$ cat src/rtl/digit_chain_counter.sv
// Multi-digit up/down stopwatch counter with per-digit moduli, parallel load and wrap pulse.
// Optional lap capture register is built only when LAP_CAPTURE_EN is defined.
module digit_chain_counter #(
    parameter int NUM_DIGITS = 6,
    parameter int DIG_W = 4,
    parameter logic [NUM_DIGITS*DIG_W-1:0] MAX_VEC = 24'h995959
) (
    input  logic                        clk,
    input  logic                        reset,
    input  logic                        tick,
    input  logic                        ctrl,
    input  logic                        set,
    input  logic [NUM_DIGITS*DIG_W-1:0] outsource,
`ifdef LAP_CAPTURE_EN
    input  logic                        lap,
    output logic [NUM_DIGITS*DIG_W-1:0] lap_count,
`endif
    output logic [NUM_DIGITS*DIG_W-1:0] count,
    output logic                        carry_out,
    output logic                        zero
);

    localparam logic [DIG_W-1:0] ONE = 1;

    logic [NUM_DIGITS*DIG_W-1:0] r_count;
    logic                        r_carry;
    logic [NUM_DIGITS*DIG_W-1:0] w_next_count;
    logic                        w_next_carry;
    logic [NUM_DIGITS-1:0]       w_at_max;
    logic [NUM_DIGITS-1:0]       w_at_zero;
    // w_up_en[i] / w_dn_en[i]: every digit below i is at its max / at zero
    logic [NUM_DIGITS:0]         w_up_en;
    logic [NUM_DIGITS:0]         w_dn_en;

    always_comb begin
        w_up_en = '0;
        w_dn_en = '0;
        w_at_max = '0;
        w_at_zero = '0;
        w_up_en[0] = 1'b1;
        w_dn_en[0] = 1'b1;
        for (int i = 0; i < NUM_DIGITS; i++) begin
            w_at_max[i]  = (r_count[i*DIG_W +: DIG_W] == MAX_VEC[i*DIG_W +: DIG_W]);
            w_at_zero[i] = (r_count[i*DIG_W +: DIG_W] == '0);
            w_up_en[i+1] = w_up_en[i] & w_at_max[i];
            w_dn_en[i+1] = w_dn_en[i] & w_at_zero[i];
        end
    end

    always_comb begin
        w_next_count = r_count;
        w_next_carry = 1'b0;
        if (set) begin
            for (int i = 0; i < NUM_DIGITS; i++) begin
                if (outsource[i*DIG_W +: DIG_W] > MAX_VEC[i*DIG_W +: DIG_W])
                    w_next_count[i*DIG_W +: DIG_W] = MAX_VEC[i*DIG_W +: DIG_W];
                else
                    w_next_count[i*DIG_W +: DIG_W] = outsource[i*DIG_W +: DIG_W];
            end
        end else if (tick) begin
            for (int i = 0; i < NUM_DIGITS; i++) begin
                if (ctrl) begin
                    if (w_up_en[i])
                        w_next_count[i*DIG_W +: DIG_W] = w_at_max[i] ? '0
                            : r_count[i*DIG_W +: DIG_W] + ONE;
                end else begin
                    if (w_dn_en[i])
                        w_next_count[i*DIG_W +: DIG_W] = w_at_zero[i] ? MAX_VEC[i*DIG_W +: DIG_W]
                            : r_count[i*DIG_W +: DIG_W] - ONE;
                end
            end
            w_next_carry = ctrl ? w_up_en[NUM_DIGITS] : w_dn_en[NUM_DIGITS];
        end
    end

    always_ff @(posedge clk or posedge reset) begin
        if (reset) begin
            r_count <= '0;
            r_carry <= 1'b0;
        end else begin
            r_count <= w_next_count;
            r_carry <= w_next_carry;
        end
    end

`ifdef LAP_CAPTURE_EN
    logic [NUM_DIGITS*DIG_W-1:0] r_lap_count;

    // Capture the post-edge value so a lap taken on a tick shows the new time.
    always_ff @(posedge clk or posedge reset) begin
        if (reset)
            r_lap_count <= '0;
        else if (lap)
            r_lap_count <= w_next_count;
    end

    assign lap_count = r_lap_count;
`endif

    assign count     = r_count;
    assign carry_out = r_carry;
    assign zero      = (r_count == '0);

endmodule

$ cat config.mk
export PLATFORM = sky130hd
export DESIGN_NAME = digit_chain_counter
export DESIGN_NICKNAME = d
export VERILOG_FILES = /design/src/rtl/digit_chain_counter.sv
export SDC_FILE = /design/constraint.sdc
export NUM_CORES = 1
export LEC_CHECK = 0
export CORE_ASPECT_RATIO = 0.5
export CORE_MARGIN = 1
export CORE_UTILIZATION = 42
export DETAILED_ROUTE_END_ITERATION = 7
export GPL_TIMING_DRIVEN = 0
export PLACE_DENSITY = 0.8
export SYNTH_ARGS = -nofsm -noshare
export SYNTH_HDL_FRONTEND = slang
export SYNTH_SLANG_ARGS = --single-unit
$ cat constraint.sdc
create_clock -name clk -period 2.4 [get_ports clk]
set_input_delay 0.72 -clock clk [delete_from_list [all_inputs] [get_ports clk]]
set_output_delay 0.72 -clock clk [all_outputs]
set_load 0.02 [all_outputs]
run_1/m2.png
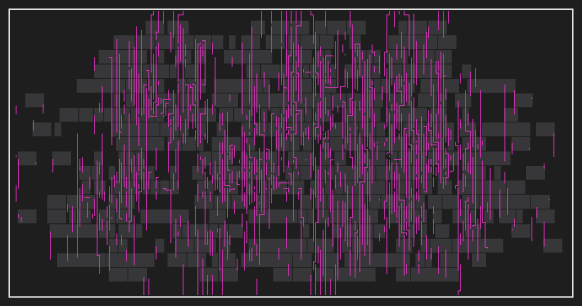
The layer carries 3010 um of wire. The longest straight run is 26.5 um. The wires run mostly vertical.

run_1/placed.png
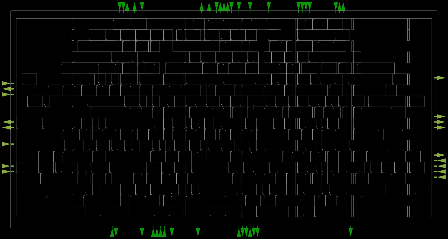
post-layout instance count excluding filler cells: 431
register share of the cell area: 0.2022
number of tap cells inserted: 70

run_1/gates.png
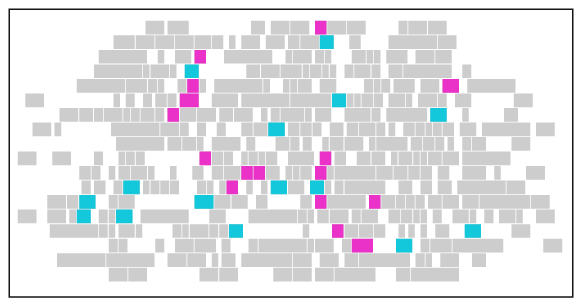
Key: cyan = non-inverting ao/oa cells [cells 15]; magenta = and/or cells [cells 16]

==> COMMIT_EDITMSG, run 1 <==
Add synthesis and place-and-route results

* Run status: finished, violations left
- The final reports fail on negative setup slack.
* Source of the worst register-to-register timing path: count[14]
- Core area: 0.005022 mm2
* DR vias/cell: ~6
- Looking at the VDD voltage map, the peak drop is around 330 uV.
- Share of async-settable or async-resettable flops after synthesis: 1.000
- Between the synthesized netlist and the finished layout, the area growth was recorded as 39.22%.
* Hold_buf cts: 0
- Antenna-violating nets left: 0
- Share of the synthesized area in the top cell type: 0.2793
- Total number of H-tree levels: 1
- The worst register-to-register path ends at count[17].
* Final max-slew violation count: 0
- The repair_antennas step left the layout with diodes totalling 0.
* Post-Route WL: about 6800 um
- The pre-antenna-repair detailed-routing pass consisted of 5 iterations.
- TritonCTS reports the number of clock sinks as 25.
* Number of nets in the synthesized netlist: roughly 320
- For this run the aggregate overflow at the end of global routing stands at 0.
* Utilization after layout: 0.6208
* Dominant cell type by area after synthesis: sky130_fd_sc_hd__dfrtp_1
* Insertion delay of the later-clocked pin in the worst-skew pair: 280 ps
- Static power due to leakage: 1.143 nW
* Top-Level Pins: between 50 and 60
- Die area: between 0.005 and 0.006 mm2
- The buffer_ports step reported a buffer count of 54.
* Hold path cells: 3
- For this run, the final setup violation count is recorded as 1.
- Internal reg-to-reg setup slack: roughly 150 ps
- Across all stage logs, warnings added up to 28.
- For this configuration, the core starts out at a cell density of 0.4459.
- Synthesized flop and latch total: 25
- Fin worst setup slack: -39.06 ps
- Counting every instance in the synthesized netlist gives 295.
- The worst-case max-slew headroom was logged as 0.3360.
* Clock transition time at the flip-flop clock pins of the worst setup and hold paths: 90 ps
* Post-synth area from yosys stat: approximately 0.0022 mm2
- The final hold violation count recorded for this run is 0.
- The number of antenna violations at the first check in global routing came to 0.
- Per the timing report, the biggest fanout along the worst path comes to 5.
- Slew at the pin closest to its max-slew limit: a little under 1000 ps
* Setup repair after global routing missed its margin: yes
- Largest net degree at the start of global routing: 26
- Post-layout power: 1.789 mW
- Required time of the critical path: around 1700 ps
* Skew final: between 6 and 7 ps
- Pwr Density: 573.9 mW/mm2
- After floorplanning, the core was divided into 18 placement rows.
* Avg Synthesized Cell Area: about 7.6 um2
- The most frequently used library cell after synthesis is sky130_fd_sc_hd__o21ai_0.
- DR DRC count: 0
- Maximum clock frequency: a little over 400 MHz
- Final worst path period share: 1.016
- Post-layout net count: between 300 and 400
- Die height: between 50 and 60 um
- TritonCTS created 3 clock buffers.
- Dominant register cell in the synthesized netlist: sky130_fd_sc_hd__dfrtp_1
* Setup crit start kind: flip-flop
- Critical Path End Type: output pin
* Total number of yosys warnings: 0
- The tightest min-delay check is of the flip-flop to flip-flop type.
- Hold wc startpoint: count[6]
- Number of distinct library cells after synthesis: approximately 56
- Wire length of the first global-routing pass: 10510 um
- Share of cells above drive strength 1: 0.1717
- Final min period: 2439 ps
* Post-synthesis cell area: 0.002240 mm2
* Post-DP HPWL: between 4000 and 5000 um
- Of the synthesized area, sequential elements account for 0.2793.
* Chip Width: ~110 um
- On the final layout, the worst hold slack is approximately 660 ps.
- Wire per inst: 15.70 um
==> run 1: registers in the layout, summed over array words and instances (netlist names) <==
signal     cells
count         24
carry_out      1
==> run 1: worst max-delay path, stage by stage, from the launching register on <==
cell	delay, ps
sky130_fd_sc_hd__dfrtp_2	470
sky130_fd_sc_hd__nor4_4	350
sky130_fd_sc_hd__nand4_1	210
sky130_fd_sc_hd__nor3_2	240
sky130_fd_sc_hd__buf_4	170
==> run 1: final cells by class <==
class / count / area, um2
Inverter: 10 / 37.54
Multi-Input combinational cell: 235 / 1578
Tap cell: 70 / 87.58
Fill cell: 404 / 1904
Clock inverter: 1 / 7.507
Buffer: 23 / 122.6
Timing Repair Buffer: 64 / 613.1
Sequential cell: 25 / 630.6
Clock buffer: 3 / 41.29
==> run 1: routing by layer <==
layer  wire [um]  up-vias  global-route usage
met5           0        -                   0
met4          34        0             0.05634
met3         671        4             0.04479
met2        3009      141              0.3838
met1        3051     1211              0.3319
li1            -     1228                   -
==> run 1: cells by family (layout without fill, tap and decap cells) <==
kind of cell	Yosys count	in the layout	share of synthesized area
XOR/XNOR	9	9	0.03520
flip-flops	25	25	0.2793
buffers and inverters	35	101	0.06592
AND-OR/OR-AND	97	97	0.2888
AND/OR/NAND/NOR	121	121	0.2916
multiplexers	8	8	0.03910
==> run 1: report_power, final <==
group | total (mW) | internal [mW] | switching, mW
registers | 0.590 | 0.487 | 0.103
logic | 0.925 | 0.427 | 0.497
clock network | 0.274 | 0.118 | 0.156
==> run 1: timing repair <==
item / in CTS / in global routing
setup endpoints to repair: 10 / 17
pin swaps: 4 / 3
buffers inserted: 1 / 9
resized: 21 / 20
==> run 1: stage by stage <==
step / setup WS (ps) / std cells / area (um2) / setup TNS [ps]
2_1_floorplan: 154.0 / 295 / 2245 / 0
3_3_place_gp: -477.9 / 419 / 2873 / -4965
3_5_place_dp: -478.2 / 419 / 2873 / -5316
4_1_cts: -4.158 / 422 / 2988 / -4.158
5_1_grt: -100.5 / 431 / 3118 / -100.5
6_report: -39.06 / 431 / 3118 / -39.06
==> run 1: worst max path at each step <==
stage,start,endpoint,slack [ps],depth (start not counted)
6_report,count[5],zero,-40,4
5_1_grt,count[2],zero,-100,4
4_1_cts,count[12],zero,-4,5
3_5_place_dp,count[5],zero,-480,4
3_3_place_gp,count[5],zero,-480,4
2_1_floorplan,count[5],zero,150,3
==> run 1: placed cells by master, fill, tap and decap left out, types with 6 or more instances in the layout <==
cell type,n
sky130_fd_sc_hd__o21ai_0,28
sky130_fd_sc_hd__nand3b_1,6
sky130_fd_sc_hd__nor2b_1,8
sky130_fd_sc_hd__dfrtp_1,21
sky130_fd_sc_hd__clkbuf_1,11
sky130_fd_sc_hd__nor3_1,6
sky130_fd_sc_hd__mux2_2,6
sky130_fd_sc_hd__a21oi_1,16
sky130_fd_sc_hd__o22ai_1,6
sky130_fd_sc_hd__xnor2_1,7
sky130_fd_sc_hd__inv_1,10
sky130_fd_sc_hd__nor2_1,20
sky130_fd_sc_hd__nand3_1,9
sky130_fd_sc_hd__buf_4,14
sky130_fd_sc_hd__nand4_1,8
sky130_fd_sc_hd__clkdlybuf4s50_1,53
sky130_fd_sc_hd__nand2_1,26
==> inputs of run 2 (changes only) <==
--- a/config.mk
+++ b/config.mk
@@ -10,6 +10,7 @@
 export CORE_UTILIZATION = 42
 export DETAILED_ROUTE_END_ITERATION = 7
 export GPL_TIMING_DRIVEN = 0
+export HOLD_SLACK_MARGIN = 0.03
 export PLACE_DENSITY = 0.8
 export SYNTH_ARGS = -nofsm -noshare
 export SYNTH_HDL_FRONTEND = slang
==> run 2 against run 1 <==
Against the previous run:
- the flow still finishes with violations (negative setup slack)
- sequential share of layout area stayed put
- sequential power is essentially flat
- critical path depth stayed put
- routed wire length stayed put
- hold slack stayed put
- die area unchanged
- area after synthesis is the same
- maximum frequency unchanged
- worst setup slack unchanged
- first-iteration DRC count stayed put
- critical path type unchanged
==> COMMIT_EDITMSG, run 2 <==
Add synthesis and place-and-route results

* Run status: finished, violations left (unchanged)
- Violated checks: negative setup slack (unchanged)
- Most common logic cell in the routed design: sky130_fd_sc_hd__clkdlybuf4s50_1 (unchanged)
* Die height: 53.64 um (unchanged)
* Cell count after synthesis: 295 (unchanged)
- Max reg flops: 24 (unchanged)
- Post-layout power: 1.789 mW (unchanged)
- The number of hold-slack violations in the final timing report was 0 (unchanged).
- Tally of buffers added on design ports: 54 (unchanged)
- The number of sinks handled by clock tree synthesis was 25 (unchanged).
- Ordered list of cells on the worst path: nor4_4, nand4_1, nor3_2, buf_4 (unchanged).
- The layer with the highest usage is met2 (unchanged).
* Number of nets in the synthesized netlist: 324 (unchanged)
- The total inserted antenna cells was 0 (unchanged).
* Crit path buf inv count: 1 (unchanged)
- The sequential cell area fraction in the yosys report was 0.2793 (unchanged).
- Die area: 0.005646 mm2 (unchanged)
- The total number of nets in the final design is 391 (unchanged).
- GR Util met3: 0.04479 (unchanged)
- Chip Width: 105.3 um (unchanged)
- Share of cells above drive strength 1: 0.1717 (unchanged)
* Hold path cells: 3 (unchanged)
- The number of pins with negative max-slew slack in the final report was 0 (unchanged).
* Accumulated negative setup slack: -39.06 ps (unchanged)
- The residual antenna-violating net count after detailed routing came to 0 (unchanged).
- Top-Level Pins: 55 (unchanged)
- Synthesized flop and latch total: 25 (unchanged)
- Fin worst setup slack: -39.06 ps (unchanged)
- The post-placement cell count is 419 (unchanged).
* Insertion delay of the later-clocked pin in the worst-skew pair: 280 ps (about the same)
* Post-synth area from yosys stat: 0.002240 mm2 (unchanged)
- The count of final setup violators is 1 (unchanged).
* Most instantiated library cell after synthesis: sky130_fd_sc_hd__o21ai_0 (unchanged)
* Final min period: 2439 ps (unchanged)
- The worst-case headroom to the max-slew limit is 0.3360 (unchanged).
- Slew at the pin closest to its max-slew limit: 994.9 ps (unchanged)
- The end of the worst register-to-register path is count[17] (unchanged).
- Number of optimization iterations in the first detailed-route pass: 5 (unchanged)
-- run 2: final cells by class --
type	instances	area, um2	share of cell area
clock inverter	1	7.507	0.002408
inverter	10	37.54	0.01204
clock buffer	3	41.29	0.01324
sequential	25	630.6	0.2022
buffer	23	122.6	0.03933
multi-input combinational	235	1578	0.5060
timing repair buffer	64	613.1	0.1966
tap	70	87.58	0.02809
-- run 2: worst max-delay path by stage --
stage                       to  slack (ps)  depth (start not counted)
after floorplan           zero         150                          3
after global placement    zero        -480                          4
after detailed placement  zero        -480                          4
after CTS                 zero          -4                          5
after global routing      zero        -100                          4
final                     zero         -40                          4
-- run 2: stage by stage --
stage	instance area, um2	hold WS, ps	setup WS, ps
6_report	3118	655.5	-39.06
5_1_grt	3118	708.5	-100.5
4_1_cts	2988	649.8	-4.158
3_5_place_dp	2873	622.4	-478.2
3_3_place_gp	2873	607.9	-477.9
2_1_floorplan	2245	677.0	154.0
-- run 2: routing by layer --
layer | share of wire | vias up
met5 | 0 | -
met4 | 0.0050 | 0
met3 | 0.099 | 4
met2 | 0.44 | 141
met1 | 0.45 | 1211
li1 | - | 1228
-- run 2: repair_timing --
item | CTS | global route
setup endpoints to repair | 10 | 17
resized | 21 | 20
endpoints found under the hold margin | 0 | 0
hold buffers | 0 | 0
buffers inserted | 1 | 9
pin swaps | 4 | 3
-- run 2: power breakdown --
| part | switching [mW] | internal (mW) |
|---|---|---|
| clock | 0.156 | 0.118 |
| sequential | 0.103 | 0.487 |
| combinational | 0.497 | 0.427 |
-- run 2: cell families (layout without fill, tap and decap cells) --
family	Yosys count	after routing	synth area share
AND-OR/OR-AND	97	97	0.2888
buffers and inverters	35	101	0.06592
XOR/XNOR	9	9	0.03520
multiplexers	8	8	0.03910
AND/OR/NAND/NOR	121	121	0.2916
flip-flops	25	25	0.2793
-- run 2: worst min-delay path, stage by stage (launching register included) --
cell and delay [ps]:
sky130_fd_sc_hd__dfrtp_1 370, sky130_fd_sc_hd__buf_6 150, sky130_fd_sc_hd__nand2_1 50, sky130_fd_sc_hd__o21ai_0 60
run_2/placed.png
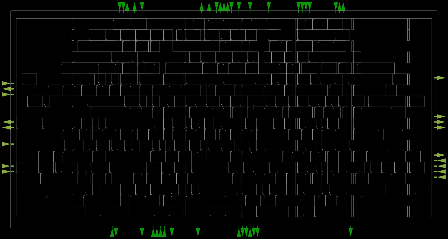
utilization after layout: 0.6208
core area: 0.005022 mm2
fillers: 404

run_2/m1.png
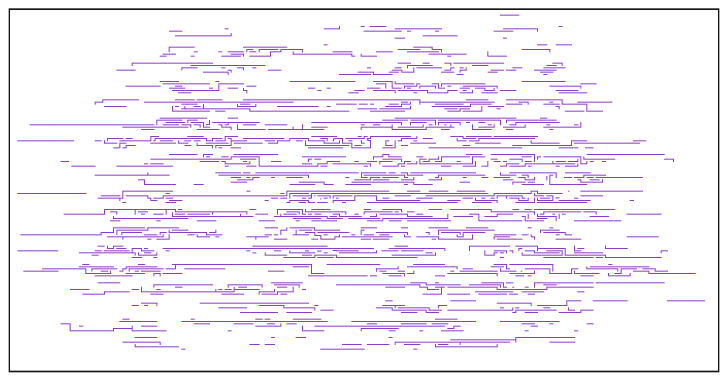
The layer holds 45% of the routed length. The wires run mostly horizontal.

Power is estimated from default activity; no workload was simulated.
